--- config.mk ---
export PLATFORM = sky130hd
export DESIGN_NAME = spi_response_arbiter
export DESIGN_NICKNAME = d
export VERILOG_FILES = /design/src/rtl/spi_arbiter_pkg.sv /design/src/rtl/round_robin_select.sv /design/src/rtl/spi_response_arbiter.sv
export SDC_FILE = /design/constraint.sdc
export NUM_CORES = 1
export LEC_CHECK = 0
export ABC_AREA = 1
export CAP_MARGIN = 20
export CELL_PAD_IN_SITES_DETAIL_PLACEMENT = 1
export CELL_PAD_IN_SITES_GLOBAL_PLACEMENT = 1
export CORE_MARGIN = 5
export CORE_UTILIZATION = 32
export DETAILED_ROUTE_END_ITERATION = 16
export GPL_TIMING_DRIVEN = 0
export HOLD_SLACK_MARGIN = 0.15
export PLACE_DENSITY = 0.84
export SLEW_MARGIN = 10
export SYNTH_ARGS = -nofsm -noshare
export SYNTH_HDL_FRONTEND = slang
export SYNTH_SLANG_ARGS = --single-unit
--- constraint.sdc ---
create_clock -name clock_in -period 1.6 [get_ports clock_in]
set_input_delay 0.24 -clock clock_in [delete_from_list [all_inputs] [get_ports clock_in]]
set_output_delay 0.24 -clock clock_in [all_outputs]
set_load 0.03 [all_outputs]
--- src/rtl/spi_arbiter_pkg.sv ---
// Shared definitions for the SPI response arbiter.
// Contents:
//   arb_state_e  - arbiter FSM states
//   COUNT_WIDTH  - width of the collision/timeout event counters
//   COUNT_MAX    - saturation value of those counters
//   sat_inc()    - saturating increment for the event counters
package spi_arbiter_pkg;

    typedef enum logic [2:0] {
        StIdle,
        StWait,
        StGrant,
        StSelf,
        StDefault
    } arb_state_e;

    localparam int unsigned COUNT_WIDTH = 4;
    localparam logic [COUNT_WIDTH-1:0] COUNT_MAX = 4'd15;

    function automatic logic [COUNT_WIDTH-1:0] sat_inc(input logic [COUNT_WIDTH-1:0] value);
        return (value == COUNT_MAX) ? value : value + 1'b1;
    endfunction

endpackage

--- src/rtl/round_robin_select.sv ---
// Combinational round-robin picker.
// Ports:
//   request_i  - request vector, one bit per requester
//   pointer_i  - index that gets first priority this round
//   grant_o    - one-hot winner (all zero when no request)
//   winner_o   - binary index of the winner
//   any_o      - at least one request present
//   multiple_o - more than one request present
module round_robin_select #(
    parameter int unsigned NUM_REQUESTERS = 4,
    parameter int unsigned IDX_WIDTH      = 2
) (
    input  logic [NUM_REQUESTERS-1:0] request_i,
    input  logic [IDX_WIDTH-1:0]      pointer_i,
    output logic [NUM_REQUESTERS-1:0] grant_o,
    output logic [IDX_WIDTH-1:0]      winner_o,
    output logic                      any_o,
    output logic                      multiple_o
);

    logic        found;
    int unsigned req_count;

    // Two passes: indices at or above the pointer first, then the wrapped-around ones.
    always_comb begin
        grant_o  = '0;
        winner_o = '0;
        found    = 1'b0;
        for (int i = 0; i < int'(NUM_REQUESTERS); i++) begin
            if (!found && request_i[i] && (i >= int'(pointer_i))) begin
                found      = 1'b1;
                grant_o[i] = 1'b1;
                winner_o   = IDX_WIDTH'(i);
            end
        end
        for (int i = 0; i < int'(NUM_REQUESTERS); i++) begin
            if (!found && request_i[i] && (i < int'(pointer_i))) begin
                found      = 1'b1;
                grant_o[i] = 1'b1;
                winner_o   = IDX_WIDTH'(i);
            end
        end
    end

    always_comb begin
        req_count = 0;
        for (int i = 0; i < int'(NUM_REQUESTERS); i++) begin
            if (request_i[i]) begin
                req_count = req_count + 1;
            end
        end
        multiple_o = (req_count > 1);
        any_o      = |request_i;
    end

endmodule

--- src/rtl/spi_response_arbiter.sv ---
// Shares the SPI read-back path between register-bearing responders.
// Per transaction it locks onto one responder (round-robin), forwards its bytes,
// returns DEFAULT_RESPONSE if nobody answers in time, and answers STATUS_ADDRESS
// itself with {collision_count, timeout_count} (cleared when that read ends).
// Ports:
//   clock_in, reset_n_in       - SPI-domain clock, async active-low reset
//   opcode_in, opcode_valid_in - current opcode and transaction-active flag
//   response_in                - responder bytes, requester i at [8i+7:8i]
//   response_valid_in          - per-requester valid
//   response_out/_valid_out    - registered byte to spi_peripheral
//   grant_out                  - one-hot current grant, 0 when none
//   timeout_pulse_out          - one-cycle pulse on timeout
//   collision_pulse_out        - one-cycle pulse when >1 valid at grant time
module spi_response_arbiter
    import spi_arbiter_pkg::*;
#(
    parameter int unsigned NUM_REQUESTERS   = 4,
    parameter int unsigned TIMEOUT_CYCLES   = 16,
    parameter logic [7:0]  STATUS_ADDRESS   = 8'hDC,
    parameter logic [7:0]  DEFAULT_RESPONSE = 8'h00
) (
    input  logic                        clock_in,
    input  logic                        reset_n_in,
    input  logic [7:0]                  opcode_in,
    input  logic                        opcode_valid_in,
    input  logic [8*NUM_REQUESTERS-1:0] response_in,
    input  logic [NUM_REQUESTERS-1:0]   response_valid_in,
    output logic [7:0]                  response_out,
    output logic                        response_valid_out,
    output logic [NUM_REQUESTERS-1:0]   grant_out,
    output logic                        timeout_pulse_out,
    output logic                        collision_pulse_out
);

    localparam int unsigned RR_WIDTH    = $clog2(NUM_REQUESTERS);
    localparam int unsigned TIMER_WIDTH = $clog2(TIMEOUT_CYCLES);
    localparam logic [TIMER_WIDTH-1:0] TIMER_LAST = TIMER_WIDTH'(TIMEOUT_CYCLES - 1);
    localparam logic [RR_WIDTH-1:0]    RR_LAST    = RR_WIDTH'(NUM_REQUESTERS - 1);

    arb_state_e                  state_q, state_d;
    logic                        opcode_valid_q, opcode_valid_d;
    logic [TIMER_WIDTH-1:0]      timer_q, timer_d;
    logic [RR_WIDTH-1:0]         rr_ptr_q, rr_ptr_d;
    logic [RR_WIDTH-1:0]         grant_idx_q, grant_idx_d;
    logic [NUM_REQUESTERS-1:0]   grant_q, grant_d;
    logic [7:0]                  resp_q, resp_d;
    logic                        resp_valid_q, resp_valid_d;
    logic                        timeout_pulse_q, timeout_pulse_d;
    logic                        collision_pulse_q, collision_pulse_d;
    logic [COUNT_WIDTH-1:0]      collision_count_q, collision_count_d;
    logic [COUNT_WIDTH-1:0]      timeout_count_q, timeout_count_d;

    logic [NUM_REQUESTERS-1:0]   rr_grant;
    logic [RR_WIDTH-1:0]         rr_winner;
    logic                        rr_any;
    logic                        rr_multiple;
    logic                        opcode_rise;
    logic [7:0]                  resp_bytes [NUM_REQUESTERS];

    round_robin_select #(
        .NUM_REQUESTERS (NUM_REQUESTERS),
        .IDX_WIDTH      (RR_WIDTH)
    ) u_rr_select (
        .request_i  (response_valid_in),
        .pointer_i  (rr_ptr_q),
        .grant_o    (rr_grant),
        .winner_o   (rr_winner),
        .any_o      (rr_any),
        .multiple_o (rr_multiple)
    );

    always_comb begin
        for (int i = 0; i < int'(NUM_REQUESTERS); i++) begin
            resp_bytes[i] = response_in[8*i +: 8];
        end
    end

    // Rise is only acted on from StIdle, so a drop-then-rise always costs one idle cycle.
    assign opcode_rise = opcode_valid_in && !opcode_valid_q;

    always_comb begin
        state_d           = state_q;
        opcode_valid_d    = opcode_valid_in;
        timer_d           = timer_q;
        rr_ptr_d          = rr_ptr_q;
        grant_idx_d       = grant_idx_q;
        grant_d           = grant_q;
        resp_d            = resp_q;
        resp_valid_d      = resp_valid_q;
        timeout_pulse_d   = 1'b0;
        collision_pulse_d = 1'b0;
        collision_count_d = collision_count_q;
        timeout_count_d   = timeout_count_q;

        if ((state_q != StIdle) && !opcode_valid_in) begin
            state_d      = StIdle;
            grant_d      = '0;
            resp_d       = '0;
            resp_valid_d = 1'b0;
            // Status read-to-clear.
            if (state_q == StSelf) begin
                collision_count_d = '0;
                timeout_count_d   = '0;
            end
        end else begin
            unique case (state_q)
                StIdle: begin
                    if (opcode_rise) begin
                        if (opcode_in == STATUS_ADDRESS) begin
                            state_d = StSelf;
                        end else begin
                            state_d = StWait;
                            timer_d = '0;
                        end
                    end
                end
                StWait: begin
                    // A valid in the last waiting cycle still wins over the timeout.
                    if (rr_any) begin
                        state_d      = StGrant;
                        grant_d      = rr_grant;
                        grant_idx_d  = rr_winner;
                        rr_ptr_d     = (rr_winner == RR_LAST) ? '0 : rr_winner + 1'b1;
                        resp_d       = resp_bytes[rr_winner];
                        resp_valid_d = 1'b1;
                        if (rr_multiple) begin
                            collision_pulse_d = 1'b1;
                            collision_count_d = sat_inc(collision_count_q);
                        end
                    end else if (timer_q == TIMER_LAST) begin
                        state_d         = StDefault;
                        resp_d          = DEFAULT_RESPONSE;
                        resp_valid_d    = 1'b1;
                        timeout_pulse_d = 1'b1;
                        timeout_count_d = sat_inc(timeout_count_q);
                    end else begin
                        timer_d = timer_q + 1'b1;
                    end
                end
                StGrant: begin
                    resp_d       = resp_bytes[grant_idx_q];
                    resp_valid_d = response_valid_in[grant_idx_q];
                end
                StSelf: begin
                    resp_d       = {collision_count_q, timeout_count_q};
                    resp_valid_d = 1'b1;
                end
                StDefault: begin
                    resp_d       = DEFAULT_RESPONSE;
                    resp_valid_d = 1'b1;
                end
                default: begin
                    state_d      = StIdle;
                    grant_d      = '0;
                    resp_valid_d = 1'b0;
                end
            endcase
        end
    end

    always_ff @(posedge clock_in or negedge reset_n_in) begin
        if (!reset_n_in) begin
            state_q           <= StIdle;
            opcode_valid_q    <= 1'b0;
            timer_q           <= '0;
            rr_ptr_q          <= '0;
            grant_idx_q       <= '0;
            grant_q           <= '0;
            resp_q            <= '0;
            resp_valid_q      <= 1'b0;
            timeout_pulse_q   <= 1'b0;
            collision_pulse_q <= 1'b0;
            collision_count_q <= '0;
            timeout_count_q   <= '0;
        end else begin
            state_q           <= state_d;
            opcode_valid_q    <= opcode_valid_d;
            timer_q           <= timer_d;
            rr_ptr_q          <= rr_ptr_d;
            grant_idx_q       <= grant_idx_d;
            grant_q           <= grant_d;
            resp_q            <= resp_d;
            resp_valid_q      <= resp_valid_d;
            timeout_pulse_q   <= timeout_pulse_d;
            collision_pulse_q <= collision_pulse_d;
            collision_count_q <= collision_count_d;
            timeout_count_q   <= timeout_count_d;
        end
    end

    assign response_out        = resp_q;
    assign response_valid_out  = resp_valid_q;
    assign grant_out           = grant_q;
    assign timeout_pulse_out   = timeout_pulse_q;
    assign collision_pulse_out = collision_pulse_q;

endmodule

Fig. 1: run 1, routing congestion
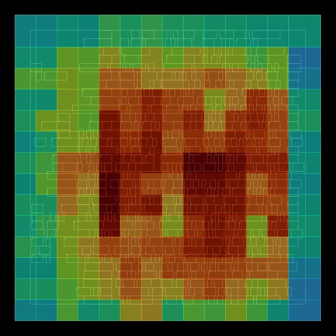
Final Util: 55.7%
met3 usage: 4.73%
Most Crowded Layer GR: met2
met2 GRT Util: 40.8%

Fig. 2: run 1, placed cells, one color a class
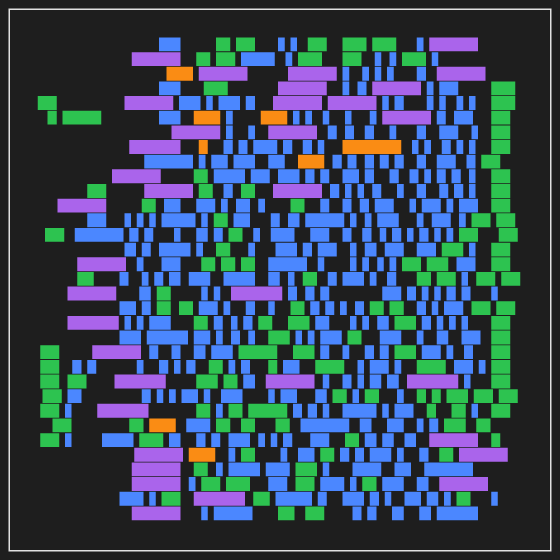
| color | class | cells | share of their area |
|---|---|---|---|
| purple | sequential cells | 35 | 20% |
| green | remaining buffers and delay cells | 123 | 27% |
| orange | clock drivers and dummy loads | 8 | 2.7% |
| blue | combinational and other logic | 339 | 50% |
sequential share of cell area: 19.6%
area of the placeable core: 0.00809 mm2
Core Rows: 33
area of all placed cells without fillers: 0.00451 mm2

Fig. 3: run 1, cell area per tile
Bar = 20 um. The die is cut into 10 by 10 equal tiles; dark blue is low, red is high, 0 to 100% covered.
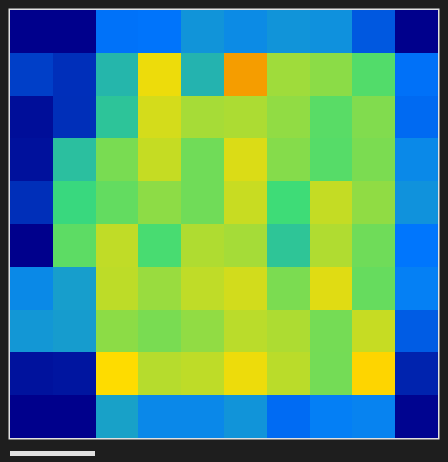
tiles over 75% full: 2.0%
densest ninth of the die: center
emptiest ninth of the die: north-west
fullest tile: 82%
Init Core Util: 32.2%

[run 1: path summary, 6_finish.rpt]
| kind | start | endpoint | slack [ps] | cells after the start |
|---|---|---|---|---|
| setup / recovery | rr_ptr_q[0]$_DFFE_PN0P_ | response_out[3]$_DFFE_PN0P_ | -370 | 13 |
| hold / removal | response_valid_in[0] | grant_out[0]$_DFFE_PN0P_ | 360 | 3 |
| setup reg to reg | rr_ptr_q[0]$_DFFE_PN0P_ | response_out[3]$_DFFE_PN0P_ | -370 | 13 |
| hold reg to reg | response_out[0]$_DFFE_PN0P_ | response_out[0]$_DFFE_PN0P_ | 490 | 2 |
| max in group asynchronous | reset_n_in | state_q[0]$_DFFE_PN0P_ | 970 | 3 |
| min in group asynchronous | reset_n_in | timeout_count_q[0]$_DFFE_PN0P_ | 410 | 3 |
[run 1: state kept, by name, indices dropped and copies added, names as in the netlist]
register / count
timer_q: 4
timeout_count_q: 4
timeout_pulse_out: 1
state_q: 3
grant_out: 4
opcode_valid_q: 1
collision_pulse_out: 1
response_out: 8
response_valid_out: 1
collision_count_q: 4
grant_idx_q: 2
rr_ptr_q: 2
[run 1: cells by family (layout without fill, tap and decap cells)]
group / Yosys count / count (layout)
adder cells (fa/ha/maj): 7 / 7
buffers and inverters: 43 / 165
AND/OR/NAND/NOR: 211 / 213
flip-flops: 35 / 35
XOR/XNOR: 4 / 4
AND-OR/OR-AND: 81 / 81
[run 1: through the flow]
stage	setup TNS [ps]	cell area, um2	instances
global placement	-40180	3370	547
detailed placement	-22850	3380	548
global route	-6930	4510	610
CTS	-1840	4050	591
floorplan	-768	2630	381
finish	-4930	4510	610
[run 1: area by class of cell]
class / instances / area [um2] / area share [%]
well taps: 105 / 131 / 2.92
plain buffers: 9 / 72.6 / 1.61
flip-flops and latches: 35 / 885 / 19.6
clock inverters: 2 / 35.0 / 0.778
repair buffers: 114 / 1090 / 24.3
inverters: 34 / 149 / 3.30
clock buffers: 6 / 82.6 / 1.83
multi-input cells: 305 / 2060 / 45.7
[run 1: critical path: cells and delay by family (launching register included)]
kind,cells,cell delay (ps)
and+or+nand+nor,12,1320
DFF,1,410
buffers and inverters,1,150
[run 1: layer usage]
| metal | wire, um | global-route usage (%) |
|---|---|---|
| met1 | 5490 | 28.3 |
| met4 | 1010 | 10.5 |
| met3 | 937 | 4.73 |
| met5 | 0 | 0 |
| met2 | 6840 | 40.8 |
[run 1: what timing repair did]
action                                  4_1_cts  5_1_grt
endpoints found under the setup margin       35       40
gates cloned                                  3        0
gates resized                               100       89
pin swaps                                    35       26
setup buffers                                31       19
hold buffers                                  1        0
hold endpoints to repair                     35        0
[run 1: power breakdown]
part           internal, mW  total, mW  switching [mW]
logic                  1.91       5.11            3.19
clock network         0.505      0.883           0.379
registers              1.15       1.41           0.251
==> run summary, run 1 <==
Results of the flow run.

For reference, full adder, half adder and majority cells occupy 3.36% of the area reported after synthesis. The count of input and output buffers stands at 61. The final hold slack stands at 360 ps. CTS saw 35 sinks. The synthesis report lists the most area-consuming cells as sky130_fd_sc_hd__dfrtp_1 34%, sky130_fd_sc_hd__nand2_1 12%, sky130_fd_sc_hd__nand3_1 11%. The number of distinct library cell variants in the gate-level netlist after synthesis stands at 36. The final reports fail on negative setup slack.

The synthesis-to-finish area growth stands at 73.0%. The flow ran to the end, but the final reports show violations. The stage delay of the slowest cell on the critical path stands at 410 ps. The report lists the power per cell area as 1640 mW/mm2. The number of antenna violations at the first check in global routing stands at 0.

After synthesis, the chip area reported by Yosys is 0.00260 mm2. According to the floorplan report, the die width is 100 um. The post-route DRC violation count stands at 0. The average via count per standard cell stands at 5.77. The final-report setup violation count stands at 30.

The most frequently used library cell after synthesis is sky130_fd_sc_hd__nand2_1. The worst hold path belongs to the class in2reg. The HPWL after detailed placement stands at 7140 um. Summed over all layers, the routed wires come to 14300 um. The insertion delay at the late pin of the worst-skew pair stands at 310 ps. Looking at the worst setup and hold paths, the clock pins of their registers show a slew of 100 ps. The synthesis log from Yosys contains 0 warnings. The weighted congestion reported at the end of routability-driven placement stands at 0.853.

Among the stages of the critical path, the cell type that occurs most often is sky130_fd_sc_hd__nand2_1. In this run, synthesis inferred 0 flip-flops with an integrated enable. The cell-mix breakdown from Yosys lists the simple-gate area share as 37.9%.

The number of nets in the synthesized netlist stands at 435. The smallest setup slack after layout stands at -372 ps. The pin count of the biggest net entering global routing stands at 36. The total power stands at 7.39 mW.

The clock passes through at most 2 buffers. After layout, the setup clock skew is reported as 22.5 ps. The layout net count stands at 558. Global routing finished with a remaining overflow of 0. STA classifies the critical path startpoint as a flop. The number of warnings the tools reported stands at 30.

For the worst setup path, the data arrival time is 2200 ps. The fmax stands at 507 MHz. By startpoint and endpoint, the worst setup path is classified as reg2reg. The post-route netlist has 38.2% of its cells at a drive strength greater than 1. After the first detailed-routing iteration, the DRC count stood at 193. The chip occupies 0.0100 mm2.
==> run 2, diff against run 1 <==
Settings changed: GPL_ROUTABILITY_DRIVEN set to 1, MAX_ROUTING_LAYER set to met4.
Fig. 4: run 2, routing congestion
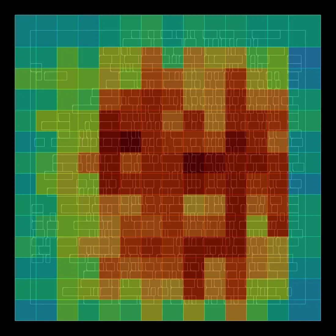
met1 GRT Util: 28.3%
met3 usage: 4.52%
Final Util: 56.0%

==> run summary, run 2 <==
Results of the flow run.

The number of antenna violations at the first check in global routing stands at 0 (unchanged). The category of the worst setup path launch point was a flop (unchanged). Failing checks: negative setup slack (unchanged). The number of warnings reported in the yosys synthesis log came to 0 (unchanged). The synthesis-to-finish area growth stands at 74.1% (was 73.0%). The number of warnings the tools reported stands at 30 (unchanged). The number of enable flip-flop cells came to 0 (unchanged). The tally of non-filler cells in the final layout came to 614 (was 610). Post-synth area hogs: sky130_fd_sc_hd__dfrtp_1 34%, sky130_fd_sc_hd__nand2_1 12%, sky130_fd_sc_hd__nand3_1 11% (unchanged).

The layout net count stands at 562 (was 558). The most heavily used metal layer in global routing is met2 (unchanged). The insertion delay at the late pin of the worst-skew pair is 320 ps (was 310 ps).

The cell family contributing the most delay on the critical path was simple AND/OR/NAND/NOR gates (unchanged). The fraction of layout cells with a size suffix above 1 stands at 38.3% (was 38.2%). The number of DRC violations after detailed-routing iteration 0 stands at 240 (was 193). The actual slew at the worst max-slew pin came to 609 ps (was 616 ps). The standard-cell row count came to 33 (unchanged).

The average via count per standard cell stands at 5.84 (was 5.77). The critical path start-end classification is reg2reg (unchanged). The count of input and output buffers was 61 (unchanged). The overall die width stands at 100 um (unchanged). The data arrival time of the critical path stands at 2200 ps (about the same). The smallest setup slack after layout stands at -351 ps (was -372 ps).

The post-route DRC violation count came to 0 (unchanged). The starting density of the core came to 32.2% (unchanged). The met2 track demand over resource in global routing stands at 40.8% (unchanged).

The flip-flop count of the largest register, all copies and words added stands at 8 (unchanged). The number of endpoints with negative hold slack in the final report stands at 0 (unchanged). The power density over the cells stands at 1680 mW/mm2 (was 1640 mW/mm2).

The instance count after placement with tap cells included stands at 548 (unchanged). The weighted congestion reported at the end of routability-driven placement stands at 0.867 (was 0.853). The final-report setup violation count was 27 (was 30). The post-route clock skew was 19.9 ps (was 22.5 ps). The total negative slack is -4670 ps (was -4930 ps). The max capacitance violation total came to 0 (unchanged). The fmax was 513 MHz (was 507 MHz). The number of distinct library cell variants in the gate-level netlist after synthesis stands at 36 (unchanged).

The number of nets in the synthesized netlist came to 435 (unchanged). The synthesized instance count stands at 381 (unchanged). The stage delay of the slowest cell on the critical path was 420 ps (was 410 ps).

The clock transition at the register clock pins on the worst setup and hold paths after CTS is 90 ps (was 100 ps). The number of buffer and inverter instances along the worst setup path stands at 1 (unchanged). The overall overflow remaining after global route came to 0 (unchanged). The final hold slack came to 371 ps (was 360 ps).

The type of the tightest min-delay check is in2reg (unchanged). The HPWL after detailed placement is 7140 um (unchanged). The logic area stands at 0.00205 mm2 (was 0.00206 mm2). The area of the synthesized netlist per yosys stat came to 0.00260 mm2 (unchanged). The overall chip area came to 0.0100 mm2 (unchanged). The first-pass GRT wire length came to 18700 um (about the same). Cells traversed along the worst timing path: nand2_2 -> nand2_4 -> nand2_4 -> nor2_4 -> nand3_4 -> nand2_8 -> buf_6 -> nand2_2 -> nand3_1 -> nand3_1 -> nand2_1 -> nand2_2 -> nand2_1 (was nand2_2 -> nand2_4 -> nand2_4 -> nor2_4 -> nand3_4 -> nand2_8 -> buf_4 -> nand2_1 -> nand3_1 -> nand3_2 -> nand2_1 -> nand2_1 -> nand2_1). The maximum count of clock buffers along a single path stands at 2 (unchanged). The overall routed net length was 14200 um (was 14300 um). The antenna violation net count after detailed routing stands at 0 (unchanged).

Status: finished, violations left (unchanged). The cell repeated most along the worst path is sky130_fd_sc_hd__nand2_2 (was sky130_fd_sc_hd__nand2_1). The area of all sequential standard cells was 885 um2 (unchanged). The maximum vdd drop stands at 0.000611 V (was 0.000577 V). The TritonCTS clock tree was built (unchanged). The pin count of the biggest net entering global routing stands at 36 (unchanged). The top cell type by instance count after synthesis was sky130_fd_sc_hd__nand2_1 (unchanged). The share of synthesized registers carrying an async set or reset is 100% (unchanged). The area of the placeable core came to 0.00809 mm2 (unchanged). The clock sink count stands at 35 (unchanged).
Fig. 5: run 2, cell area per tile
Bar = 20 um. The die is cut into 10 by 10 equal tiles; dark blue is low, red is high, 0 to 100% covered.
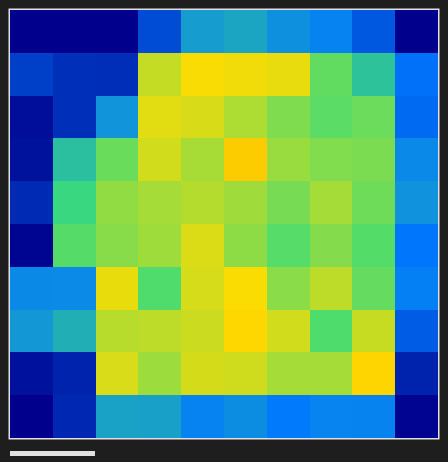
emptiest ninth of the die: north-west
densest ninth of the die: center
tiles over 75% full: 3.0%

==> run 2: worst min-delay path: cells and delay by family <==
kind	cells	cell delay, ps
buf+inv	1	110
compound gates	2	270
==> run 2: layout make-up <==
class | instances | area share [%]
multi-input cells | 305 | 45.1
repair buffers | 118 | 24.9
flip-flops and latches | 35 | 19.5
inverters | 34 | 3.34
well taps | 105 | 2.90
clock buffers | 6 | 1.82
plain buffers | 9 | 1.66
clock inverters | 2 | 0.772
==> run 2: worst paths after layout <==
| check | startpoint | endpoint | slack [ps] | cells past startpoint |
|---|---|---|---|---|
| max | rr_ptr_q[1]$_DFFE_PN0P_ | response_out[0]$_DFFE_PN0P_ | -350 | 13 |
| min | response_valid_in[0] | grant_out[0]$_DFFE_PN0P_ | 370 | 3 |
| max reg2reg | rr_ptr_q[1]$_DFFE_PN0P_ | response_out[0]$_DFFE_PN0P_ | -350 | 13 |
| min reg2reg | response_out[0]$_DFFE_PN0P_ | response_out[0]$_DFFE_PN0P_ | 490 | 2 |
| max in group asynchronous | reset_n_in | state_q[0]$_DFFE_PN0P_ | 970 | 3 |
| min in group asynchronous | reset_n_in | timeout_count_q[0]$_DFFE_PN0P_ | 410 | 3 |
==> run 2: kinds of logic after synthesis <==
| family | count (synthesis) | share of synthesized area [%] |
|---|---|---|
| buffers and inverters | 43 | 6.92 |
| and+or+nand+nor | 211 | 37.9 |
| DFF | 35 | 33.6 |
| AOI/OAI and AO/OA | 81 | 16.9 |
| xor gates and xnor gates | 4 | 1.35 |
| adders and majority gates | 7 | 3.36 |
==> run 2: report_power, final <==
group / internal (mW) / switching, mW / total [mW]
combinational: 2.07 / 3.26 / 5.34
sequential: 1.16 / 0.254 / 1.41
clock: 0.505 / 0.376 / 0.881
total: 3.73 / 3.90 / 7.63
==> run 2: timing repair <==
item,4_1_cts,5_1_grt
pin swaps,35,30
resized,100,89
endpoints found under the hold margin,35,0
gates cloned,3,0
buffers inserted,31,24
setup endpoints to repair,35,40
hold buffers,1,0
==> run 2: stage by stage <==
step / setup slack, ps / cell area, um2 / power (mW)
after detailed placement: -1170 / 3380 / 4.66
final: -351 / 4540 / 7.63
after floorplan: -229 / 2630 / 3.56
after global routing: -420 / 4540 / 8.02
after global placement: -1110 / 3370 / 4.54
after CTS: -142 / 4050 / 6.33
==> run 2: per-layer routing <==
metal,routed length (um),vias up
met3,1030,75
met5,0,-
met1,5280,1750
met4,921,0
li1,-,1533
met2,6940,228
==> run 3, diff against run 2 <==
Settings changed: CORE_MARGIN 5 to 2, SETUP_SLACK_MARGIN set to 0.4.
Fig. 6: run 3, routing congestion
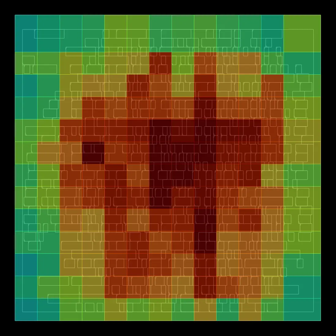
wire length per cell after detailed routing: 24.7 um
met2 GRT Util: 51.1%
met1 GRT Util: 33.4%

==> run summary, run 3 <==
Results of the flow run.

Status: finished, violations left (unchanged). Failing checks: negative setup slack (unchanged). The layout net count is 567 (was 562). The number of distinct library cell variants in the gate-level netlist after synthesis came to 36 (unchanged). The cell with the largest stage delay on the worst path is sky130_fd_sc_hd__dfrtp_1 (was sky130_fd_sc_hd__dfrtp_2). The number of nets in the synthesized netlist stands at 435 (unchanged).

The most instantiated logic cell after routing was sky130_fd_sc_hd__nand2_1 (unchanged). The TritonCTS clock tree was built (unchanged). The overall chip area is 0.00888 mm2 (was 0.0100 mm2). The weighted congestion reported at the end of routability-driven placement came to 0.891 (was 0.867). The number of storage elements in the synthesis netlist stands at 35 (unchanged). The startpoint of the worst register-to-register path is rr_ptr_q[0]$_DFFE_PN0P_ (was rr_ptr_q[1]$_DFFE_PN0P_).

The global routing usage summed across all routing layers stands at 29.3% (was 24.3%). The cell family contributing the most delay on the critical path is simple AND/OR/NAND/NOR gates (unchanged). The worst relative slew slack was 67.2% (was 59.4%). The number of cells on the worst hold path came to 1 (was 3).

The total negative slack was -5660 ps (was -4670 ps). The number of warnings the tools reported came to 30 (unchanged). The overall overflow remaining after global route is 0 (unchanged).

The category of the worst setup path launch point is a flop (unchanged). The overall die width was 94.2 um (was 100 um). The fraction of layout cells with a size suffix above 1 stands at 44.4% (was 38.3%). The max capacitance violation total is 0 (unchanged). The area of the synthesized netlist per yosys stat stands at 0.00260 mm2 (unchanged). The detailed-route via count is 3661 (was 3586). The depth of the worst register-to-register path is 11 (was 13).

The area of the placeable core stands at 0.00781 mm2 (was 0.00809 mm2). The overall routed net length stands at 15200 um (was 14200 um). Top Layout Cells: 51 x sky130_fd_sc_hd__nand2_1, 43 x sky130_fd_sc_hd__buf_4, 40 x sky130_fd_sc_hd__nor2_1, 40 x sky130_fd_sc_hd__clkdlybuf4s50_1, 38 x sky130_fd_sc_hd__nand3_1 (was 64 x sky130_fd_sc_hd__nand2_1, 45 x sky130_fd_sc_hd__buf_4, 44 x sky130_fd_sc_hd__clkdlybuf4s50_1). The post-route DRC violation count stands at 0 (unchanged). The synthesized area divided by synthesized cell count was 6.84 um2 (unchanged). The antenna violation net count after detailed routing stands at 0 (unchanged). The number of primary I/O pins was 62 (unchanged).

The predominant post-synthesis flop cell is sky130_fd_sc_hd__dfrtp_1 (unchanged). The start point of the critical path was rr_ptr_q[0]$_DFFE_PN0P_ (was rr_ptr_q[1]$_DFFE_PN0P_). The endpoint of the worst register-to-register path is response_out[0]$_DFFE_PN0P_ (unchanged). The top cell type by instance count after synthesis is sky130_fd_sc_hd__nand2_1 (unchanged). The required time of the critical path stands at 1790 ps (was 1850 ps). The worst-case register-to-register setup slack is -390 ps (was -350 ps). The number of buffer and inverter instances along the worst setup path came to 0 (was 1). The starting density of the core is 33.4% (was 32.2%). The final antenna diode count stands at 0 (unchanged). The utilization after layout was 59.1% (was 56.0%). The critical path endpoint category is a flop (unchanged). The flip-flop count of the largest register, all copies and words added is 8 (unchanged). The number of endpoints with negative hold slack in the final report was 0 (unchanged). The post-synthesis sequential area ratio stands at 33.6% (unchanged). The average via count per standard cell was 5.94 (was 5.84). Cells traversed along the worst timing path: nor2_2 -> nand2_2 -> nand2_4 -> nor2_4 -> nand4_1 -> nand2_4 -> nand3_1 -> nand3_1 -> nand2_1 -> nand2_2 -> nand2_1 (was nand2_2 -> nand2_4 -> nand2_4 -> nor2_4 -> nand3_4 -> nand2_8 -> buf_6 -> nand2_2 -> nand3_1 -> nand3_1 -> nand2_1 -> nand2_2 -> nand2_1). The fmax stands at 503 MHz (was 513 MHz).

The pin count of the biggest net entering global routing stands at 36 (unchanged). The maximum vdd drop stands at 0.000607 V (was 0.000611 V). The post-route clock skew is 11.8 ps (was 19.9 ps). The insertion delay at the late pin of the worst-skew pair was 300 ps (was 320 ps).

The share of synthesized registers carrying an async set or reset was 100% (unchanged). The yosys stat cell total was 381 (unchanged). Post-synth area hogs: sky130_fd_sc_hd__dfrtp_1 34%, sky130_fd_sc_hd__nand2_1 12%, sky130_fd_sc_hd__nand3_1 11% (unchanged). The worst hold endpoint was opcode_valid_q$_DFF_PN0_ (was grant_out[0]$_DFFE_PN0P_). The maximum count of clock buffers along a single path stands at 2 (unchanged). The startpoint of the tightest hold check path was opcode_valid_in (was response_valid_in[0]). The power density over the cells was 1720 mW/mm2 (was 1680 mW/mm2). The number of warnings reported in the yosys synthesis log stands at 0 (unchanged). The number of DRC violations after detailed-routing iteration 0 is 373 (was 240). The actual slew at the worst max-slew pin came to 490 ps (was 609 ps). The HPWL after detailed placement stands at 7140 um (about the same). The area of placed instances was 0.00348 mm2 (was 0.00338 mm2).

The first-pass GRT wire length stands at 19400 um (was 18700 um). The standard-cell row count stands at 32 (was 33). The clock sink count stands at 35 (unchanged).

The synthesis-to-finish area growth stands at 77.1% (was 74.1%). The critical path start-end classification is reg2reg (unchanged). The data arrival time of the critical path stands at 2180 ps (was 2200 ps).

The clock transition at the register clock pins on the worst setup and hold paths after CTS is 90 ps (about the same). The number of antenna violations at the first check in global routing is 0 (unchanged). The type of the tightest min-delay check is in2reg (unchanged). The smallest setup slack after layout stands at -389 ps (was -351 ps).

The synthesized instance count came to 381 (unchanged). The cell at the root of the clock tree is sky130_fd_sc_hd__clkbuf_8 (unchanged). The number of enable flip-flop cells is 0 (unchanged). The top cell type's share of synthesized area stands at 33.6% (unchanged).

Top cells by count, synth: 83 x sky130_fd_sc_hd__nand2_1, 55 x sky130_fd_sc_hd__nand3_1, 48 x sky130_fd_sc_hd__nor2_1 (unchanged). The stage delay of the slowest cell on the critical path is 420 ps (about the same). The count of input and output buffers stands at 61 (unchanged). The final-report setup violation count came to 30 (was 27).
Fig. 7: run 3, cell sizes after repair
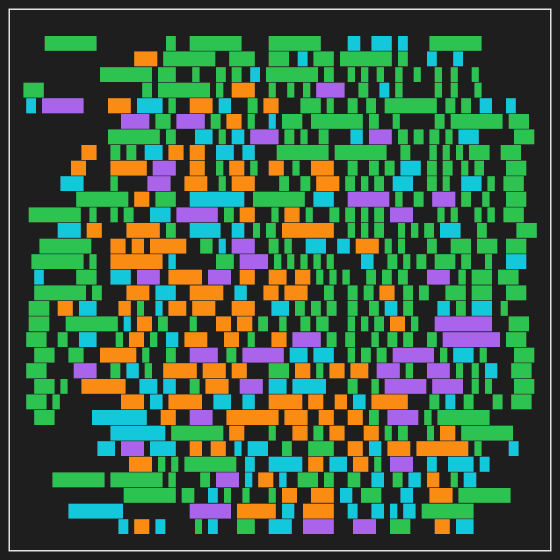
| color | size | cells | share |
|---|---|---|---|
| cyan | _2 cells | 98 | 19% |
| purple | _6 and larger | 37 | 7.2% |
| orange | _3 and _4 cells | 93 | 18% |
| green | _0 and _1 cells | 286 | 56% |
Repair and plain buffers: 133
worst path setup slack after routing: -389 ps
area of all placed cells without fillers: 0.00461 mm2

## run 3: cell counts after synthesis
Identical to the previous run, type by type.
## run 3: report_power, final
| group | internal, mW | leakage [nW] | switching, mW |
|---|---|---|---|
| Combinational | 2.21 | 1.58 | 3.53 |
| Clock | 0.393 | 0.0505 | 0.379 |
| Sequential | 1.15 | 0.456 | 0.277 |
| Total | 3.75 | 2.09 | 4.18 |
## run 3: stage by stage
stage          total power [mW]  worst slack [ps]  hold slack, ps  std cells
2_1_floorplan              3.71              -224           -55.6        381
5_1_grt                    8.28              -437             387        616
6_report                   7.93              -389             392        616
3_3_place_gp               4.70             -1090             467        544
4_1_cts                    6.49              -138             365        595
3_5_place_dp               4.85             -1180             222        545
## run 3: routing by layer
layer,part of all wire (%),GRT usage [%]
met1,37,33.4
met2,48,51.1
met3,6.6,4.49
met4,8.1,12.7
met5,0,-
## run 3: logic make-up after synthesis
group	synth area share, %
AND-OR/OR-AND	16.9
XOR/XNOR	1.35
adder cells (fa/ha/maj)	3.36
buffers and inverters	6.92
flip-flops	33.6
AND/OR/NAND/NOR	37.9
## run 3: area by class of cell
| type | instances | area (um2) |
|---|---|---|
| inverters | 34 | 163 |
| multi-input cells | 304 | 2100 |
| clock buffers | 7 | 96.3 |
| flip-flops and latches | 35 | 881 |
| plain buffers | 9 | 80.1 |
| repair buffers | 124 | 1150 |
| clock inverters | 1 | 7.51 |
| fillers | 925 | 3190 |
| well taps | 102 | 128 |
## run 3: worst max path at each step
stage | end | depth (start not counted)
floorplan | collision_count_q[2]$_DFFE_PN0P_ | 11
global placement | collision_count_q[2]$_DFFE_PN0P_ | 12
detailed placement | collision_count_q[3]$_DFFE_PN0P_ | 11
CTS | response_out[1]$_DFFE_PN0P_ | 12
global route | response_out[0]$_DFFE_PN0P_ | 11
finish | response_out[0]$_DFFE_PN0P_ | 11
## run 3: timing repair
action                                 CTS  global route
hold buffers                             1             0
pin swaps                               26            33
setup endpoints to repair               49            36
endpoints found under the hold margin   35             0
resized                                170            78
buffers inserted                        38            21
gates cloned                             3             0

==> screenshots <==
Wiring heat map.
Plate I
Bar = 20 um. The die is cut into 20 by 20 equal tiles; dark blue is low, red is high, scaled to the fullest tile. Values are wire area over tile area, all layers added.
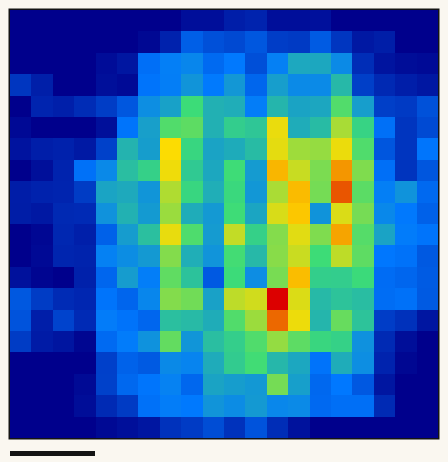
Plate II
Bar = 20 um. The die is cut into 19 by 19 equal tiles; dark blue is low, red is high, scaled to the fullest tile. Values are wire area over tile area, all layers added.
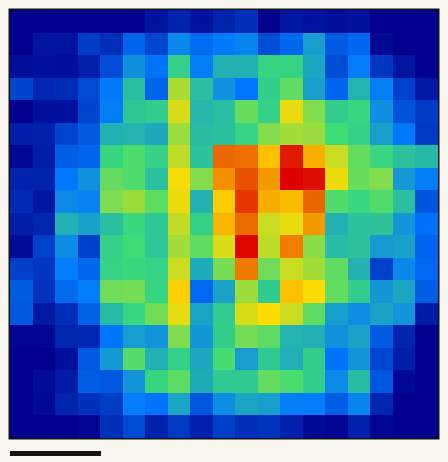
Plate II -> run 3
Plate I -> run 2

Key to Plate I:
mean over tiles: 0.24
emptiest ninth of the die: north-west
nearly empty tiles: 18%
densest ninth of the die: center
fullest tile: 0.92

Power and IR drop assume default switching activity.
